<file path="config.mk">
export PLATFORM = sky130hd
export DESIGN_NAME = tc_pl_cap_gain_relay_seq
export DESIGN_NICKNAME = d
export VERILOG_FILES = /design/src/rtl/tc_pl_relay_pkg.sv /design/src/rtl/tc_pl_relay_timer.sv /design/src/rtl/tc_pl_cap_gain_relay_seq.sv
export SDC_FILE = /design/constraint.sdc
export NUM_CORES = 1
export LEC_CHECK = 0
export ABC_AREA = 1
export CAP_MARGIN = 30
export CORE_MARGIN = 2
export CORE_UTILIZATION = 50
export DETAILED_ROUTE_END_ITERATION = 16
export GPL_TIMING_DRIVEN = 0
export PLACE_DENSITY = 0.73
export SYNTH_ARGS = -nofsm -noshare
export SYNTH_HDL_FRONTEND = slang
export SYNTH_HIERARCHICAL = 1
export SYNTH_SLANG_ARGS = --single-unit
</file>
<file path="constraint.sdc">
create_clock -name clk -period 6.5 [get_ports clk]
set_input_delay 0.975 -clock clk [delete_from_list [all_inputs] [get_ports clk]]
set_output_delay 0.975 -clock clk [all_outputs]
set_load 0.03 [all_outputs]
</file>
<file path="src/rtl/tc_pl_relay_pkg.sv">
// rtl/tc_pl_relay_pkg.sv - shared state encoding and default timing constants for the relay sequencer
package tc_pl_relay_pkg;

  typedef enum logic [1:0] {
    IDLE   = 2'd0,
    BREAK  = 2'd1,
    SETTLE = 2'd2
  } relay_state_e;

  localparam int RW_DEF         = 4;
  localparam int BREAK_CYC_DEF  = 16;
  localparam int SETTLE_CYC_DEF = 1000;

  // Down-counter width for the longer phase; never narrower than one bit.
  function automatic int cnt_width(input int break_cyc, input int settle_cyc);
    int m;
    int w;
    m = (break_cyc > settle_cyc) ? break_cyc : settle_cyc;
    w = $clog2(m);
    return (w < 1) ? 1 : w;
  endfunction

endpackage

</file>
<file path="src/rtl/tc_pl_relay_timer.sv">
// rtl/tc_pl_relay_timer.sv - loadable down-counter with zero flag for break/settle timing
module tc_pl_relay_timer #(
  parameter int CW = 4
) (
  input  logic          clk_i,
  input  logic          rst_i,
  input  logic          load_i,
  input  logic [CW-1:0] load_val_i,
  input  logic          dec_i,
  output logic          zero_o
);

  logic [CW-1:0] cnt_q = '0;
  logic [CW-1:0] cnt_d;

  always_comb begin
    cnt_d = cnt_q;
    if (load_i) begin
      cnt_d = load_val_i;
    end else if (dec_i) begin
      cnt_d = cnt_q - 1'b1;
    end
  end

  always_ff @(posedge clk_i) begin
    if (rst_i) begin
      cnt_q <= '0;
    end else begin
      cnt_q <= cnt_d;
    end
  end

  assign zero_o = (cnt_q == '0);

endmodule

</file>
<file path="src/rtl/tc_pl_cap_gain_relay_seq.sv">
// rtl/tc_pl_cap_gain_relay_seq.sv - break-before-make gain relay sequencer with per-channel relay registers
module tc_pl_cap_gain_relay_seq
  import tc_pl_relay_pkg::*;
#(
  parameter int NCH        = 4,
  parameter int RW         = RW_DEF,
  parameter int BREAK_CYC  = BREAK_CYC_DEF,
  parameter int SETTLE_CYC = SETTLE_CYC_DEF
) (
  input  logic              clk,
  input  logic              rst,
  input  logic              gset_en,
  input  logic [3:0]        gset_ch,
  input  logic [RW-1:0]     gset_relay,
  output logic              gset_busy,
  output logic              gset_relay_cmpt,
  output logic              gset_err,
  output logic [NCH*RW-1:0] relay
);

  localparam int            CW        = cnt_width(BREAK_CYC, SETTLE_CYC);
  localparam logic [CW-1:0] BREAK_LD  = CW'(BREAK_CYC - 1);
  localparam logic [CW-1:0] SETTLE_LD = CW'(SETTLE_CYC - 1);
  localparam logic [4:0]    NCH_W     = 5'(NCH);

  relay_state_e      state_q = IDLE;
  relay_state_e      state_d;
  logic [3:0]        ch_q    = '0;
  logic [3:0]        ch_d;
  logic [RW-1:0]     word_q  = '0;
  logic [RW-1:0]     word_d;
  logic [NCH*RW-1:0] relay_q = '0;
  logic [NCH*RW-1:0] relay_d;
  logic              busy_q  = 1'b0;
  logic              busy_d;
  logic              cmpt_q  = 1'b0;
  logic              cmpt_d;
  logic              err_q   = 1'b0;
  logic              err_d;

  logic              tmr_load;
  logic [CW-1:0]     tmr_val;
  logic              tmr_dec;
  logic              tmr_zero;

  logic [RW-1:0]     cur_word;
  logic              ch_ok;

  function automatic logic [NCH*RW-1:0] put_word(input logic [NCH*RW-1:0] v,
                                                 input logic [3:0]        sel,
                                                 input logic [RW-1:0]     w);
    logic [NCH*RW-1:0] r;
    r = v;
    for (int k = 0; k < NCH; k++) begin
      if (sel == 4'(k)) begin
        r[k*RW +: RW] = w;
      end
    end
    return r;
  endfunction

  assign ch_ok = ({1'b0, gset_ch} < NCH_W);

  always_comb begin
    cur_word = '0;
    for (int k = 0; k < NCH; k++) begin
      if (gset_ch == 4'(k)) begin
        cur_word = relay_q[k*RW +: RW];
      end
    end
  end

  always_comb begin
    state_d  = state_q;
    ch_d     = ch_q;
    word_d   = word_q;
    relay_d  = relay_q;
    cmpt_d   = 1'b0;
    err_d    = 1'b0;
    tmr_load = 1'b0;
    tmr_val  = BREAK_LD;
    tmr_dec  = 1'b0;
    case (state_q)
      IDLE: begin
        if (gset_en) begin
          if (!ch_ok) begin
            err_d = 1'b1;
          end else if (gset_relay == cur_word) begin
            cmpt_d = 1'b1;
          end else begin
            // Open the contacts being released before closing any new ones.
            ch_d     = gset_ch;
            word_d   = gset_relay;
            relay_d  = put_word(relay_q, gset_ch, cur_word & gset_relay);
            tmr_load = 1'b1;
            tmr_val  = BREAK_LD;
            state_d  = BREAK;
          end
        end
      end
      BREAK: begin
        err_d = gset_en;
        if (tmr_zero) begin
          relay_d  = put_word(relay_q, ch_q, word_q);
          tmr_load = 1'b1;
          tmr_val  = SETTLE_LD;
          state_d  = SETTLE;
        end else begin
          tmr_dec = 1'b1;
        end
      end
      SETTLE: begin
        if (tmr_zero) begin
          // A request landing on the completing edge is dropped silently so
          // the completion pulse never shares a cycle with a rejection pulse.
          cmpt_d  = 1'b1;
          state_d = IDLE;
        end else begin
          err_d   = gset_en;
          tmr_dec = 1'b1;
        end
      end
      default: begin
        state_d = IDLE;
      end
    endcase
    busy_d = (state_d != IDLE);
  end

  always_ff @(posedge clk) begin
    if (rst) begin
      state_q <= IDLE;
      ch_q    <= '0;
      word_q  <= '0;
      relay_q <= '0;
      busy_q  <= 1'b0;
      cmpt_q  <= 1'b0;
      err_q   <= 1'b0;
    end else begin
      state_q <= state_d;
      ch_q    <= ch_d;
      word_q  <= word_d;
      relay_q <= relay_d;
      busy_q  <= busy_d;
      cmpt_q  <= cmpt_d;
      err_q   <= err_d;
    end
  end

  tc_pl_relay_timer #(
    .CW (CW)
  ) u_timer (
    .clk_i      (clk),
    .rst_i      (rst),
    .load_i     (tmr_load),
    .load_val_i (tmr_val),
    .dec_i      (tmr_dec),
    .zero_o     (tmr_zero)
  );

  assign gset_busy       = busy_q;
  assign gset_relay_cmpt = cmpt_q;
  assign gset_err        = err_q;
  assign relay           = relay_q;

endmodule

</file>
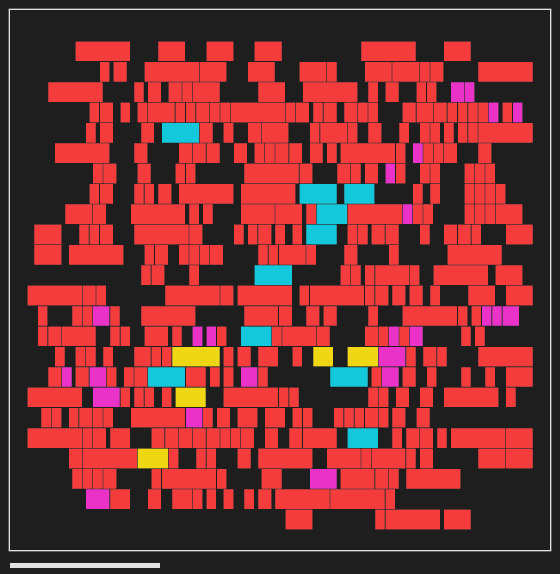
(images/sizes.png)
Scale bar: 20 um.
legend:
  _3 and _4 cells:
    colour: yellow
    cells: 5
    share: 1.3%
  _6 and larger:
    colour: cyan
    cells: 10
    share: 2.6%
  _2 cells:
    colour: magenta
    cells: 24
    share: 6.2%
  _0 and _1 cells:
    colour: red
    cells: 351
    share: 90%

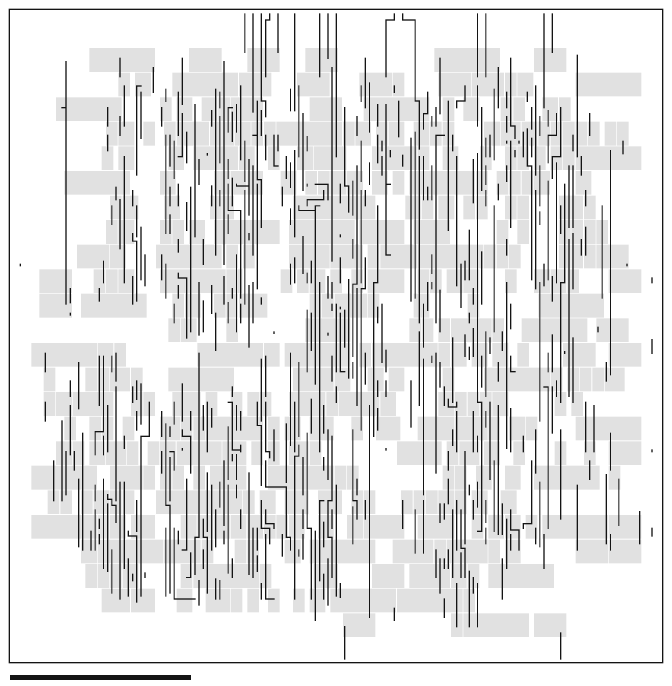
(images/layer_met2.png)
Scale bar: 20 um. Cells faint in the background.
nets with wire on the layer: 309
longest straight run: 27.5 um
main direction: vertical
wire length on this layer: 2530 um

==> results.json <==
{
  "logic_family": "simple AND/OR/NAND/NOR gates",
  "cp.required_ns": 6.74,
  "p_leak_nw": 1.27,
  "final_layout_size_suffix_gt1_share_pct": 10.0,
  "path_buffers": 5,
  "critical_path_class": "primary input to flop",
  "synth_area_um2": 2320,
  "rsz0062_at_grt": "no",
  "post-dp-hpwl_um": 4150,
  "clock_cell_area_share_pct": 2.64,
  "top_layer_used": "met4",
  "initCoreUtil_pct": 52.6,
  "cts_hold_buf": 0,
  "drc": 0,
  "clock.latency.late_pin_ns": 0.29,
  "drt_iter0_drc": 148,
  "area_growth_pct": 18.3,
  "via_per_inst": 5.16,
  "crit_start": "gset_ch[3]",
  "end_kind": "flop",
  "cts.sinks": 39,
  "async_flop_share_pct": 0,
  "taps": 52,
  "cts-root-buf": "clkbuf_8",
  "worstPathArrival_ns": 4.06,
  "tightest_slew_ns": 0.761,
  "start_kind": "primary input",
  "ant_nets": 0,
  "synth_top_area_share_pct": 33.6,
  "fmax_mhz": 262,
  "cp_slowest_cell": "clkdlybuf4s50_1",
  "reg2reg_from": "u_timer/cnt_q[0]$_SDFFE_PP0P_",
  "grt_use_total_pct": 23.0,
  "synthTopCellsByArea": "dfxtp_1 (34%), nand2_1 (13%), nor2_1 (7.9%), nand3_1 (6.7%), a21oi_1 (6.2%)",
  "ys_ff": 39,
  "crit_path_end": "u_timer/cnt_q[0]$_SDFFE_PP0P_",
  "syn_inst": 354,
  "vdd_drop_max_mv": 0.213,
  "worstHoldStart": "ch_q[2]$_SDFFE_PP0P_",
  "dp.cells": 436,
  "clk_path_buf_depth": 2,
  "dpl_cell_area_um2": 2680,
  "status": "finished clean",
  "min_period_over_period_pct": 58.8,
  "cts_tree": "built",
  "crit_chain": "clkdlybuf4s50_1 > nor2_2 > nand2_1 > inv_1 > nand2_1 > o21ai_0 > o21ai_0 > nand2_1 > ha_1 > nor2_1 > nand2_1 > nand3_1 > buf_4 > nand2_1 > nor2_2 > inv_1 > nor2_1 > o21ai_0 > inv_1",
  "ys_cells": 354,
  "wl_per_cell_um": 12.6,
  "clock_buffers": 6,
  "simple_gate_share_pct": 33.4,
  "register_area_um2": 781,
  "fin_worst_skew_ns": 0.00348,
  "die_y_um": 72.2,
  "warnings": 29,
  "ys.flop_type": "dfxtp_1",
  "inverters": 48,
  "reg2reg_to": "u_timer/cnt_q[6]$_SDFFE_PP0P_",
  "wl_met3_um": 262,
  "grt_pass1_vias": 2097
}
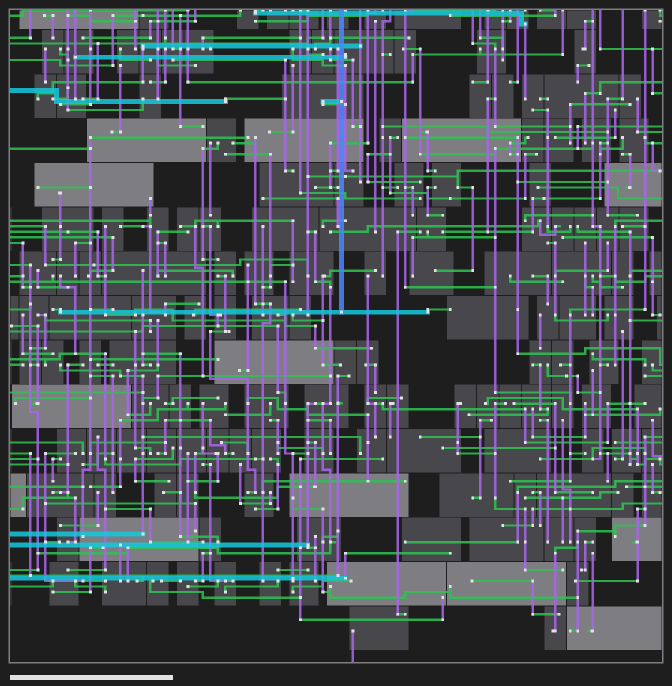
(images/detail.png)
Scale bar: 10 um. Region (16, 2) to (56, 42) um. Cells in grey, sequential cells in the stronger grey; small squares are vias.
legend:
  metal 4:
    colour: blue
  metal 2:
    colour: purple
  metal 1:
    colour: green
  metal 3:
    colour: cyan
netlist names of flops here include: u_timer/cnt_q (6), word_q (2)
cells with their middle in the window: 146
most frequent: nand2_1 (24), inv_1 (20), nor2_1 (16)
sequential cells in the window: 11

## flip-flops by register name (all words and copies together), names as in the netlist
signal / count
gset_relay_cmpt: 1
word_q: 4
ch_q: 4
state_q: 2
gset_err: 1
relay: 16
u_timer/cnt_q: 10
gset_busy: 1
## where the power goes
part,total (mW),internal (mW),switching [mW]
clock network,0.154,0.0716,0.0820
registers,0.290,0.265,0.0254
logic,0.339,0.123,0.216
total,0.783,0.459,0.324
## cell usage in the layout, fill, tap and decap left out, types with 5 or more instances in the layout
master,netlist,routed
nand2_1,82,82
nor2_1,49,49
dfxtp_1,39,39
inv_1,36,36
nand3_1,31,31
a21oi_1,29,29
clkdlybuf4s50_1,0,28
o21ai_0,20,20
inv_2,12,12
ha_1,9,9
a22oi_1,6,6
buf_6,5,5
o21ai_1,5,5
clkbuf_8,0,5
No activity file was given, so power comes from the tool's default toggle rates.
